$ cat src/rtl/pass_attempt_ctrl_if.sv
// Password handshake bundle: the requester presents pass/pass_valid and the
// controller answers with pass_ready.
interface pass_attempt_ctrl_if;
  logic [1:0] pass;
  logic       pass_valid;
  logic       pass_ready;

  modport master (
    output pass,
    output pass_valid,
    input  pass_ready
  );

  modport slave (
    input  pass,
    input  pass_valid,
    output pass_ready
  );
endinterface

$ cat src/rtl/pass_attempt_ctrl.sv
// Password attempt controller: checks a 2-bit password against a stored key,
// opens the door on a match and locks out after MAX_FAIL consecutive misses.
module pass_attempt_ctrl #(
  parameter logic [1:0]  KEY_INIT    = 2'b10,
  parameter int unsigned MAX_FAIL    = 3,
  parameter int unsigned OPEN_CYCLES = 8,
  parameter int unsigned LOCK_CYCLES = 16
) (
  input  logic                clk,
  input  logic                rst_n,
  pass_attempt_ctrl_if.slave  pif,
  input  logic                key_wr,
  input  logic [1:0]          key_in,
  output logic                door_open,
  output logic                err,
  output logic                locked,
  output logic                alarm,
  output logic [1:0]          fail_cnt
);

  localparam logic [2:0] MaxFailW = 3'(MAX_FAIL);
  // Windows count down to zero, so load one less than the length.
  localparam logic [7:0] OpenLoad = 8'(OPEN_CYCLES - 1);
  localparam logic [7:0] LockLoad = 8'(LOCK_CYCLES - 1);

  typedef enum logic [2:0] {
    StIdle,
    StCheck,
    StOpen,
    StFail,
    StLocked
  } state_e;

  state_e     state_q, state_d;
  logic [1:0] pass_q, pass_d;
  logic [1:0] key_q, key_d;
  logic [1:0] fail_cnt_q, fail_cnt_d;
  logic [7:0] cnt_q, cnt_d;
  logic [2:0] fail_inc;

  logic pass_ready_q, door_open_q, err_q, locked_q, alarm_q;

  assign fail_inc = {1'b0, fail_cnt_q} + 3'd1;

  always_comb begin
    state_d    = state_q;
    pass_d     = pass_q;
    key_d      = key_q;
    fail_cnt_d = fail_cnt_q;
    cnt_d      = cnt_q;
    unique case (state_q)
      StIdle: begin
        if (pif.pass_valid) begin
          pass_d  = pif.pass;
          state_d = StCheck;
        end
      end
      StCheck: begin
        if (pass_q == key_q) begin
          fail_cnt_d = 2'd0;
          cnt_d      = OpenLoad;
          state_d    = StOpen;
        end else if (fail_inc < MaxFailW) begin
          fail_cnt_d = fail_inc[1:0];
          state_d    = StFail;
        end else begin
          fail_cnt_d = MaxFailW[1:0];
          cnt_d      = LockLoad;
          state_d    = StLocked;
        end
      end
      StFail: begin
        state_d = StIdle;
      end
      StOpen: begin
        // Key writes only inside an authorised session; window length is unaffected.
        if (key_wr) key_d = key_in;
        if (cnt_q == 8'd0) begin
          state_d = StIdle;
        end else begin
          cnt_d = cnt_q - 8'd1;
        end
      end
      StLocked: begin
        if (cnt_q == 8'd0) begin
          fail_cnt_d = 2'd0;
          state_d    = StIdle;
        end else begin
          cnt_d = cnt_q - 8'd1;
        end
      end
      default: begin
        state_d = StIdle;
      end
    endcase
  end

  always_ff @(posedge clk or negedge rst_n) begin
    if (!rst_n) begin
      state_q      <= StIdle;
      pass_q       <= 2'b00;
      key_q        <= KEY_INIT;
      fail_cnt_q   <= 2'd0;
      cnt_q        <= 8'd0;
      pass_ready_q <= 1'b1;
      door_open_q  <= 1'b0;
      err_q        <= 1'b0;
      locked_q     <= 1'b0;
      alarm_q      <= 1'b0;
    end else begin
      state_q      <= state_d;
      pass_q       <= pass_d;
      key_q        <= key_d;
      fail_cnt_q   <= fail_cnt_d;
      cnt_q        <= cnt_d;
      pass_ready_q <= (state_d == StIdle);
      door_open_q  <= (state_d == StOpen);
      err_q        <= (state_d == StFail);
      locked_q     <= (state_d == StLocked);
      alarm_q      <= (state_d == StLocked);
    end
  end

  assign pif.pass_ready = pass_ready_q;
  assign door_open      = door_open_q;
  assign err            = err_q;
  assign locked         = locked_q;
  assign alarm          = alarm_q;
  assign fail_cnt       = fail_cnt_q;

endmodule

$ cat src/flat_wrapper.sv
// flat-port wrapper written by rule: the top's interface ports become plain ports
module pass_attempt_ctrl_flat 
#(
  parameter logic [1:0]  KEY_INIT    = 2'b10,
  parameter int unsigned MAX_FAIL    = 3,
  parameter int unsigned OPEN_CYCLES = 8,
  parameter int unsigned LOCK_CYCLES = 16
)
  (clk, rst_n, key_wr, key_in, door_open, err, locked, alarm, fail_cnt, pif_pass, pif_pass_valid, pif_pass_ready);
  pass_attempt_ctrl_if pif_i ();
  input  logic clk;
  input  logic rst_n;
  input  logic key_wr;
  input  logic [1:0] key_in;
  output logic door_open;
  output logic err;
  output logic locked;
  output logic alarm;
  output logic [1:0] fail_cnt;
  input wire logic [$bits(pif_i.pass)-1:0] pif_pass;
  input wire logic [$bits(pif_i.pass_valid)-1:0] pif_pass_valid;
  output wire logic [$bits(pif_i.pass_ready)-1:0] pif_pass_ready;
  assign pif_i.pass = pif_pass;
  assign pif_i.pass_valid = pif_pass_valid;
  assign pif_pass_ready = pif_i.pass_ready;
  pass_attempt_ctrl #(.KEY_INIT(KEY_INIT), .MAX_FAIL(MAX_FAIL), .OPEN_CYCLES(OPEN_CYCLES), .LOCK_CYCLES(LOCK_CYCLES)) u_core (.clk(clk), .rst_n(rst_n), .pif(pif_i), .key_wr(key_wr), .key_in(key_in), .door_open(door_open), .err(err), .locked(locked), .alarm(alarm), .fail_cnt(fail_cnt));
endmodule
$ cat config.mk
export PLATFORM = sky130hd
export DESIGN_NAME = pass_attempt_ctrl_flat
export DESIGN_NICKNAME = d
export VERILOG_FILES = /design/src/rtl/pass_attempt_ctrl_if.sv /design/src/rtl/pass_attempt_ctrl.sv /design/src/flat_wrapper.sv
export SDC_FILE = /design/constraint.sdc
export NUM_CORES = 1
export LEC_CHECK = 0
export CAP_MARGIN = 10
export CORE_ASPECT_RATIO = 1.1
export CORE_MARGIN = 1
export CORE_UTILIZATION = 35
export DETAILED_ROUTE_END_ITERATION = 10
export GPL_TIMING_DRIVEN = 0
export PLACE_DENSITY = 0.51
export SYNTH_ARGS = -nofsm -noshare
export SYNTH_HDL_FRONTEND = slang
export SYNTH_SLANG_ARGS = --single-unit
$ cat constraint.sdc
create_clock -name clk -period 4.1 [get_ports clk]
set_clock_uncertainty 0.05 [all_clocks]
set_input_delay 0.82 -clock clk [delete_from_list [all_inputs] [get_ports clk]]
set_output_delay 0.82 -clock clk [all_outputs]
set_load 0.1 [all_outputs]
==> run_1/clock_wires.png <==
Bar = 20 um.
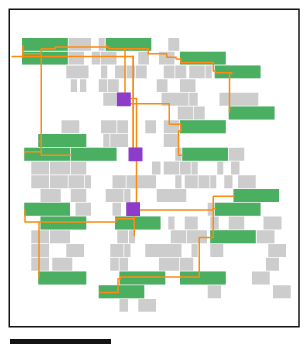
legend:
  purple:
    item: clock-net drivers
    count: 3
  orange:
    item: clock wires
    length: 292 um
  green:
    item: flip-flops
    count: 21
routed clock nets: 4

==> run_1/clock_nets.png <==
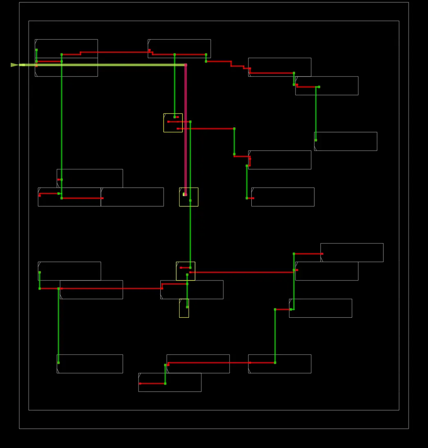
clock buffer count: 4
TritonCTS Buffers: 3
Sink Count: 21
flop count: 21

==> impl_metrics.csv, run 1 <==
group,metric,value,unit
floorplanning,fp_util,37.7,%
critical_path,startpoint,"u_core.pif.pass_ready",
detailed_routing,wl_per_cell,15.4,um
timing,worst_pin_slew,0.974,ns
final_layout,n_fill_cell,317,
synth,syn_avg_cell_area,11.0,um2
timing,setup_viol,0,
cts,cts_resized,0,
place,gp_congestion,0.786,
synth,top_logic_kind,"AND-OR/OR-AND gates",
final_layout,fin_util,44.4,%
synth,synthMuxAreaShare,4.72,%
place,hpwl,1.74,mm
synth,synth_seq_share,45.2,%
timing,rsz0062_at_grt,"false",
detailed_routing,wirelength_met1,1.16,mm
outcome,run_status,"completed",
worst_hold_path,hp-start,"u_core.fail_cnt[1]",
timing,finalCritPeriodShare,69.4,%
timing,finalCriticalPeriod,2.84,ns
cts,ctsLongestPathBuffers,2,
timing,hold_ws,0.450,ns
synth,area_leaders,"dfrtp_1 (41%), dfstp_2 (4.5%), mux2_2 (3.9%)",
synth,ys_seq_elements,21,
final_layout,logic_area,579,um2
critical_path,path_cells,"clkdlybuf4s50_1",
critical_path,rr_worst_depth,6,
final_layout,layout-drive-gt1-share,16.1,%
final_layout,fin_area,0.00138,mm2
timing,max_freq,352,MHz
timing,finalMaxSlewViolations,0,
synth,syn_inst,106,
critical_path,r2r-start,"u_core.cnt_q[0]",
synth,synth-edff-count,0,
critical_path,worstPathRequired,3.23,ns
cts,clk_latency,0.31,ns
critical_path,r2r_slack,1.88,ns
cts,clk_pin_slew,0.13,ns
detailed_routing,routed-wl-met2,1.16,mm
final_layout,buffers,20,
critical_path,reg2reg_to,"u_core.cnt_q[0]",
floorplanning,die_w,57.1,um
synth,synthAoiAreaFrac,22.7,%
cts,ctsHtreeMaxLevel,1,
final_layout,final_nets,135,
cts,root_buffer,"clkbuf_4",
final_layout,layoutNonFillerInstCount,158,
synth,syn-num-nets,116,
grt,grt_max_degree,22,
floorplanning,n_tap_cell,34,
final_layout,clockNetworkAreaShare,1.91,%
synth,ys_sh_simple,17.1,%
final_layout,largestClassByArea,"multi-input combinational cells",
synth,xor_share,2.89,%
synth,yosys_area,0.00117,mm2
detailed_routing,initialDrtViolationCount,15,
grt,grtUsageMet3,2.48,%
critical_path,critPathCaptureType,"output pin",
final_layout,flop_area,528,um2
final_layout,buffer_area_share,13.5,%
grt,grt_pass1_wl,4.09,mm
detailed_routing,routed.top_layer,"met4",
timing,relSlewSlack,34.8,%
place,numPlacedInstances,154,
critical_path,critical_path.top_delay_family,"buffers and inverters",
detailed_routing,routed_wl,2.43,mm
synth,yosys.area.top_type_share,40.7,%
worst_hold_path,hold-path-endpoint,"u_core.err",
detailed_routing,vias_per_cell,5.61,
critical_path,worstPathMaxFanout,1,
synth,ys_async_sr_fraction,100,%
timing,hold_viol_final,0,
final_layout,inverters_excl_clock,4,
critical_path,cp.depth,1,
critical_path,critical_path_buf_inv_count,1,
critical_path,crit_type,"flop to output pin",
synth,syn-cell-area,0.00117,mm2
synth,adder_share,2.14,%
cts,ctsHoldBuffers,0,
cts,post_cts_buffers,0,
critical_path,crit_end,"pif_pass_ready",
grt,met1_usage,19.4,%
job,cap_viol_max_count,0,
grt,antenna_found_initial,0,
grt,grt_overflow,0,
final_layout,antenna_cells,0,
worst_hold_path,hold_depth,1,
floorplanning,rows,21,
synth,yosys_cells,106,
critical_path,slowest_stage,"clkdlybuf4s50_1",
place,dpl_cell_area,0.00135,mm2
final_layout,sh_comb_area,42.1,%
synth,largest_area_cell,"dfrtp_1",
job,warning_count,27,
synth,synth.distinct_cells,43,
==> run_1/class_map.png <==
Bar = 20 um.
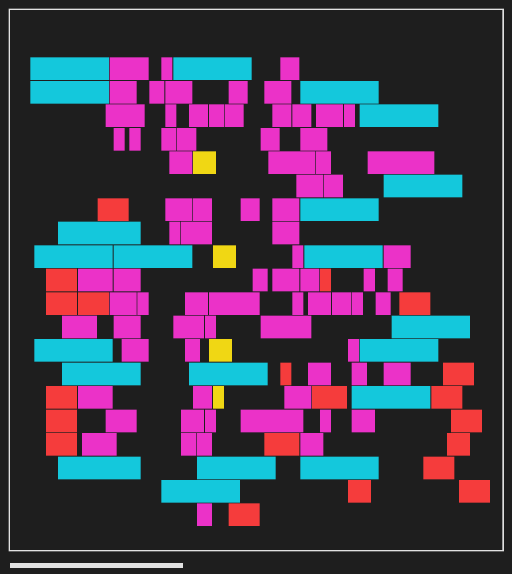
legend:
  magenta:
    class: remaining logic cells
    cells: 79
  red:
    class: remaining buffers and delay cells
    cells: 20
  yellow:
    class: clock drivers and dummy loads
    cells: 4
  cyan:
    class: registers
    cells: 21

[run 1: cell usage in the layout (no fill, tap or decap), drive strengths merged, types with 2 or more instances in the layout]
cell and n:
dfrtp 19, clkdlybuf4s50 14, nor2 7, clkbuf 6, nand2 5, a21oi 5
nor3 5, o22ai 5, inv 4, o2bb2ai 4, mux2 4, buf 4
nor3b 3, nor2b 3, o21ai 3, a31oi 3, xor2 2, o31ai 2
o31a 2, a22o 2, ha 2, dfstp 2
[run 1: synth_stat cells, types with 2 or more instances]
master / number
o22ai_1: 4
buf_4: 2
nor3b_1: 3
nor2b_1: 3
nor3_1: 4
dfstp_2: 2
a21oi_1: 5
o31ai_1: 2
mux2_2: 4
a31oi_1: 3
xor2_1: 2
clkbuf_1: 2
a22o_1: 2
dfrtp_1: 19
o21ai_0: 3
ha_1: 2
o31a_1: 2
nand2_1: 5
nor2_1: 6
buf_6: 2
inv_1: 4
o2bb2ai_1: 4
[run 1: per-stage QoR]
| stage | worst slack, ns |
|---|---|
| floorplan | 1.91 |
| global placement | 1.61 |
| detailed placement | 1.61 |
| CTS | 1.24 |
| global route | 1.22 |
| finish | 1.26 |
[run 1: sequential cells by signal, indices dropped and copies added, names as in the netlist]
| name | cells |
|---|---|
| u_core.pass_q | 2 |
| u_core.door_open | 1 |
| u_core.cnt_q | 8 |
| u_core.pif.pass_ready | 1 |
| u_core.err | 1 |
| u_core.key_q | 2 |
| u_core.locked | 1 |
| u_core.fail_cnt | 2 |
| u_core.state_q | 3 |
==> run 1 -> run 2 <==
- clock period: 4.1 -> 2.7 ns (I/O delays scaled with it)
==> run_2/clock_nets.png <==
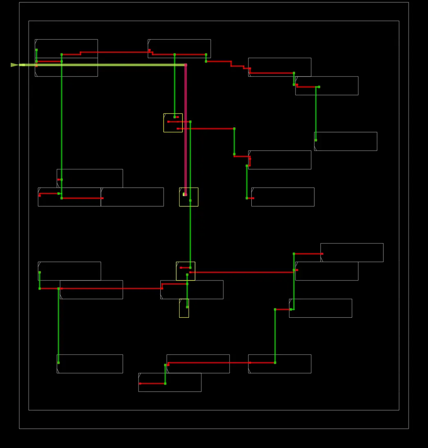
clk ins delay skew pair: 0.31 ns

==> run 2 against run 1 <==
Global-route usage unchanged; worst hold slack unchanged; sequential share of layout area unchanged; synthesized area unchanged; routed wire length unchanged; final area unchanged; count of clock-buffer cells in the layout unchanged; flip-flop count unchanged; cell count unchanged; register-to-register slack worse by 1.4 ns.
==> impl_metrics.csv, run 2 <==
group,metric,value,unit
outcome,run_status,"completed",
critical_path,r2r-start,"u_core.cnt_q[0]",
grt,grt_max_degree,22,
final_layout,layoutNonFillerInstCount,158,
place,gp_congestion,0.786,
synth,ys_async_sr_fraction,100,%
floorplanning,fp_util,37.7,%
critical_path,rr_worst_depth,6,
critical_path,critical_path.top_delay_family,"buffers and inverters",
floorplanning,rows,21,
critical_path,critPathCaptureType,"output pin",
final_layout,top_regs,"u_core.cnt_q (8), u_core.state_q (3)",
job,cap_viol_max_count,0,
critical_path,crit_end,"pif_pass_ready",
critical_path,path_cells,"clkdlybuf4s50_1",
synth,synth-edff-count,0,
detailed_routing,vias_per_cell,5.61,
synth,synthAoiAreaFrac,22.7,%
place,numPlacedInstances,154,
final_layout,final_cell_mix,"dfrtp_1 (19), clkdlybuf4s50_1 (14), nor2_1 (6)",
critical_path,worstPathMaxFanout,1,
floorplanning,die_w,57.1,um
critical_path,r2r_slack,0.48,ns
final_layout,antenna_cells,0,
synth,syn_avg_cell_area,11.0,um2
synth,synth.distinct_cells,43,
synth,largest_area_cell,"dfrtp_1",
cts,post_cts_buffers,0,
cts,ctsHoldBuffers,0,
final_layout,regMostFlops,"u_core.cnt_q",
synth,syn_inst,106,
cts,cts.sinks,21,
synth,syn-num-nets,116,
synth,top_cell,"dfrtp_1",
timing,rsz0062_at_grt,"false",
cts,cts-buffers-inserted,3,
final_layout,lay_top_count,"dfrtp_1",
timing,finalMaxSlewViolations,0,
detailed_routing,routed_wl,2.43,mm
job,warning_count,27,
final_layout,final_nets,135,
timing,finalCriticalPeriod,2.56,ns
grt,grt_overflow,0,
synth,syn-cell-area,0.00117,mm2
cts,ctsHtreeMaxLevel,1,
critical_path,critical_path_buf_inv_count,1,
synth,synth_seq_share,45.2,%
timing,hold_viol_final,0,
synth,top_logic_kind,"AND-OR/OR-AND gates",
final_layout,fin_util,44.4,%
cts,clk_pin_slew,0.13,ns
grt,antenna_found_initial,0,
worst_hold_path,hold_depth,1,
timing,worst_pin_slew,0.974,ns
synth,ys_sh_simple,17.1,%
critical_path,cp.depth,1,
synth,common_cells,"dfrtp_1 (19), nor2_1 (6), a21oi_1 (5), nand2_1 (5)",
synth,yosys_cells,106,
detailed_routing,initialDrtViolationCount,15,
grt,grt_pass1_wl,4.09,mm
place,hpwl,1.74,mm
critical_path,slowest_stage,"clkdlybuf4s50_1",
timing,max_freq,390,MHz
final_layout,largest_reg_flops,8,
cts,root_buffer,"clkbuf_4",
critical_path,reg2reg_to,"u_core.cnt_q[0]",
worst_hold_path,hold-path-endpoint,"u_core.err",
critical_path,crit_type,"flop to output pin",
synth,yosys.area.top_type_share,40.7,%
synth,yosys_area,0.00117,mm2
final_layout,layout-drive-gt1-share,16.1,%
synth,ys_seq_elements,21,
synth,synthMuxAreaShare,4.72,%
synth,area_leaders,"dfrtp_1 (41%), dfstp_2 (4.5%), mux2_2 (3.9%)",
==> run_2/class_map.png <==
Bar = 20 um.
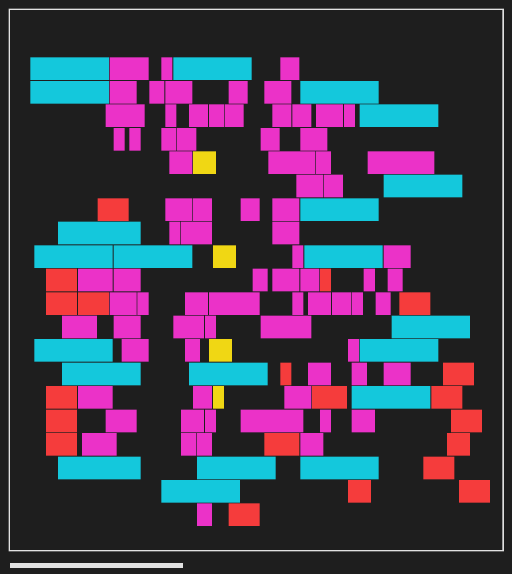
legend:
  cyan:
    class: registers
    cells: 21
  yellow:
    class: clock drivers and dummy loads
    cells: 4
  red:
    class: remaining buffers and delay cells
    cells: 20
  magenta:
    class: remaining logic cells
    cells: 79
Design Area, Final: 0.00138 mm2
sequential cell area share: 38.4%

## run 2: cell counts in the layout (fill, tap and decap cells not counted)
Identical to the previous run, type by type.
## run 2: per-layer routing
metal	part of all wire, %	global-route usage (%)	up-vias
met5	0	0	-
met4	0.78	6.10	0
met3	3.7	2.48	2
met2	48	23.8	19
met1	48	19.4	424
li1	-	-	441
## run 2: area by class of cell
| class | count | area [um2] |
|---|---|---|
| buffer | 6 | 45.0 |
| clock buffer | 4 | 26.3 |
| fill | 317 | 1720 |
| inverter | 4 | 15.0 |
| multi-input combinational | 75 | 579 |
| sequential | 21 | 528 |
| tap | 34 | 42.5 |
| timing repair buffer | 14 | 140 |
## run 2: per-stage QoR
stage,area [um2],hold slack (ns),worst slack [ns]
floorplan,1170,0.194,0.725
global placement,1350,0.441,0.492
detailed placement,1350,0.440,0.491
CTS,1380,0.457,0.125
global route,1380,0.493,0.0997
finish,1380,0.450,0.136
## run 2: cells by family (layout without fill, tap and decap cells)
family                   count (synthesis)  in the layout
AND-OR/OR-AND                           34             34
AND/OR/NAND/NOR                         31             31
flip-flops                              21             21
buffers and inverters                   10             28
multiplexers                             5              5
XOR/XNOR                                 3              3
adder cells (fa/ha/maj)                  2              2
==> run_2/gates.png <==
Bar = 20 um.
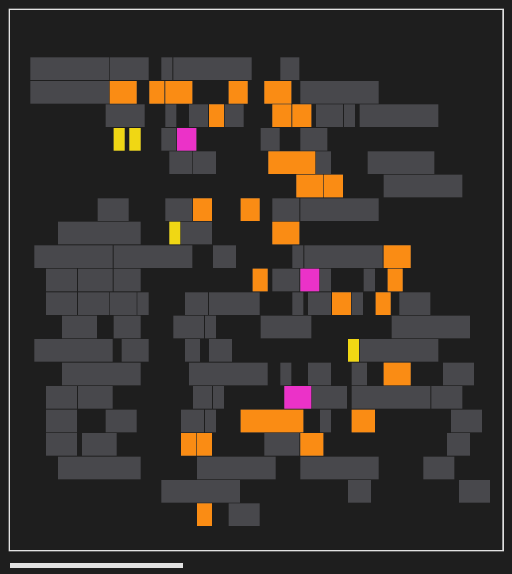

==> run 2 -> run 3 <==
- CTS_BUF_LIST: default -> sky130_fd_sc_hd__clkbuf_16
- GPL_TIMING_DRIVEN: 0 -> default
==> run_3/gates.png <==
Bar = 20 um.
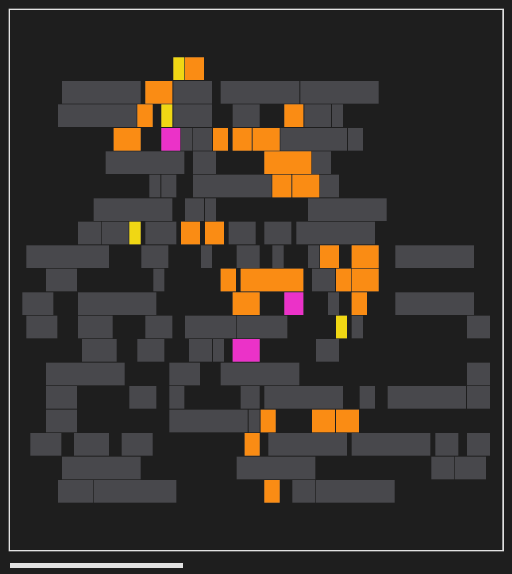
legend:
  magenta:
    family: and/or cells
    cells: 3
  yellow:
    family: inv cells
    cells: 4
    most_used: inv_1
  orange:
    family: aoi and oai cells
    cells: 26
    most_used: a21oi_1

==> run 3 against run 2 <==
Setup slack improved by 0.50 ns; count of clock-buffer cells in the layout is 1 lower; maximum frequency increased by 24%; sequential share of layout area up 0.070 points; die size unchanged; highest routed layer unchanged; cell count down 3.2%; routed wire length shrank 1.4%; register-to-register slack improved by 0.15 ns; synthesized area did not move; first-iteration DRC count rose by 53%; largest cell class unchanged.
==> impl_metrics.csv, run 3 <==
group,metric,value,unit
final_layout,fin_area,0.00137,mm2
floorplanning,chip_area,0.00357,mm2
grt,grt_pass1_vias,863,
final_layout,area_growth,17.7,%
final_layout,regMostFlops,"u_core.cnt_q",
timing,max_freq,484,MHz
critical_path,crit_arrival,2.15,ns
outcome,run_status,"completed",
synth,common_cells,"dfrtp_1 (19), nor2_1 (6), a21oi_1 (5), nand2_1 (5)",
detailed_routing,vias,879,
detailed_routing,initialDrtViolationCount,23,
final_layout,layout-drive-gt1-share,20.2,%
timing,finalMaxSlewViolations,0,
synth,ff_type,"dfrtp_1",
grt,grt_pass1_wl,4.04,mm
floorplanning,ios,15,
timing,finalCriticalPeriod,2.07,ns
detailed_routing,antenna_left,0,
critical_path,critical_path_buf_inv_count,1,
cts,cts.sinks,21,
cts,root_buffer,"clkbuf_16",
critical_path,r2r_slack,0.63,ns
synth,syn-cell-area,0.00117,mm2
critical_path,cp.depth,6,
place,gp_congestion,0.749,
final_layout,top_regs,"u_core.cnt_q (8), u_core.state_q (3)",
synth,area_leaders,"dfrtp_1 (41%), dfstp_2 (4.5%), mux2_2 (3.9%)",
critical_path,rr_worst_depth,6,
cts,cts_resized,0,
timing,rsz0062_at_grt,"false",
final_layout,antenna_cells,0,
critical_path,r2r-start,"u_core.cnt_q[0]",
final_layout,final_cell_mix,"dfrtp_1 (19), buf_4 (8), clkdlybuf4s50_1 (7)",
critical_path,crit_type,"flop to flop",
synth,ys_warn_count,0,
place,dpl_cell_area,0.00129,mm2
timing,fin_tns_setup,0,ns
floorplanning,core-area,0.00310,mm2
final_layout,fin_util,44.3,%
cts,cts-buffers-inserted,3,
critical_path,crit_end,"u_core.cnt_q[0]",
final_layout,largest_reg_flops,8,
final_layout,lay_top_count,"dfrtp_1",
synth,yosys.area.top_type_share,40.7,%
critical_path,critPathCaptureType,"flop",
timing,finalCritPeriodShare,76.6,%
critical_path,slowest_delay,0.49,ns
synth,yosys_cells,106,
worst_hold_path,hold_class,"flop to flop",
timing,setup_viol,0,
detailed_routing,wl_per_cell,15.7,um
detailed_routing,drc,0,
synth,ys_async_sr_fraction,100,%
place,hpwl,1.68,mm
floorplanning,rows,21,
synth,syn_avg_cell_area,11.0,um2
cts,post_cts_buffers,0,
cts,ctsLongestPathBuffers,2,
floorplanning,die_h,62.6,um
cts,cts_tree,"done",
critical_path,critPathLaunchType,"flop",
synth,syn_inst,106,
detailed_routing,drt_first_pass_iters,4,
synth,ys_seq_elements,21,
critical_path,critical_path.top_delay_family,"simple AND/OR/NAND/NOR gates",
critical_path,worstPathRequired,2.78,ns
synth,synth.distinct_cells,43,
grt,grt_max_degree,22,
grt,grt_overflow,0,
final_layout,final_nets,130,
detailed_routing,vias_per_cell,5.75,
job,warning_count,27,
critical_path,startpoint,"u_core.cnt_q[0]",
floorplanning,fp_util,37.7,%
final_layout,n_fill_cell,303,
synth,largest_area_cell,"dfrtp_1",
cts,clk_pin_slew,0.06,ns
synth,yosys_area,0.00117,mm2
grt,track_usage,14.7,%
timing,hold_viol_final,0,
timing,worst_pin_slew,0.569,ns
cts,ctsHtreeMaxLevel,1,
synth,top_cell,"dfrtp_1",
synth,synth-edff-count,0,
synth,syn-num-nets,116,
job,cap_viol_max_count,0,
critical_path,path_cells,"inv_1, ha_1, nor3b_1, nand2_1, o22ai_1, o21ai_0",
critical_path,slowest_stage,"nor3b_1",
place,io_buffer_count,14,
cts,clk_latency,0.26,ns
timing,hold_ws,0.474,ns
timing,relSlewSlack,62.0,%
detailed_routing,routed_wl,2.40,mm
synth,synth_seq_share,45.2,%
worst_hold_path,hold_depth,1,
cts,ctsHoldBuffers,0,
floorplanning,die_w,57.1,um
grt,antenna_found_initial,0,
critical_path,worstPathMaxFanout,9,
critical_path,reg2reg_to,"u_core.cnt_q[0]",
==> run_3/clock_wires.png <==
Bar = 20 um.
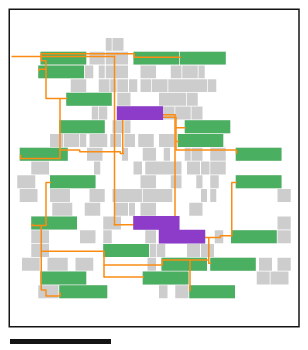
legend:
  green:
    item: flip-flops
    count: 21
  purple:
    item: clock-net drivers
    count: 3
  orange:
    item: clock wires
    length: 320 um
routed clock nets: 4

run 3: logic make-up after synthesis:
| logic type | count (synthesis) | share of synthesized area (%) |
|---|---|---|
| buffers and inverters | 10 | 5.14 |
| adder cells (fa/ha/maj) | 2 | 2.14 |
| XOR/XNOR | 3 | 2.89 |
| AND-OR/OR-AND | 34 | 22.7 |
| multiplexers | 5 | 4.72 |
| AND/OR/NAND/NOR | 31 | 17.2 |
| flip-flops | 21 | 45.2 |
run 3: worst min-delay path by stage:
stage	start	to	slack, ns
finish	u_core.pass_q[0]	u_core.pass_q[0]	0.47
global route	u_core.fail_cnt[1]	u_core.err	0.50
CTS	u_core.pass_q[0]	u_core.pass_q[0]	0.48
detailed placement	u_core.pass_q[0]	u_core.pass_q[0]	0.47
global placement	u_core.fail_cnt[1]	u_core.err	0.46
floorplan	rst_n	u_core.cnt_q[0]	0.19
run 3: metrics by stage:
stage,std cells,setup WS (ns)
floorplan,106,0.725
global placement,149,0.706
detailed placement,149,0.678
CTS,153,0.643
global route,153,0.468
finish,153,0.632
run 3: final cells by class:
class,instances,area (um2),share of cell area (%)
clock inverters,1,3.75,0.273
flip-flops and latches,21,528,38.4
multi-input cells,75,579,42.2
well taps,34,42.5,3.10
repair buffers,15,130,9.47
clock buffers,3,75.1,5.46
inverters,4,15.0,1.09
run 3: layer usage:
metal  wire length (um)  global-route usage, %  up-vias
li1                   -                      -      427
met1               1130                   19.8      416
met2               1090                   22.2       32
met3                119                   2.48        4
met4                 55                   8.23        0
met5                  0                      0        -
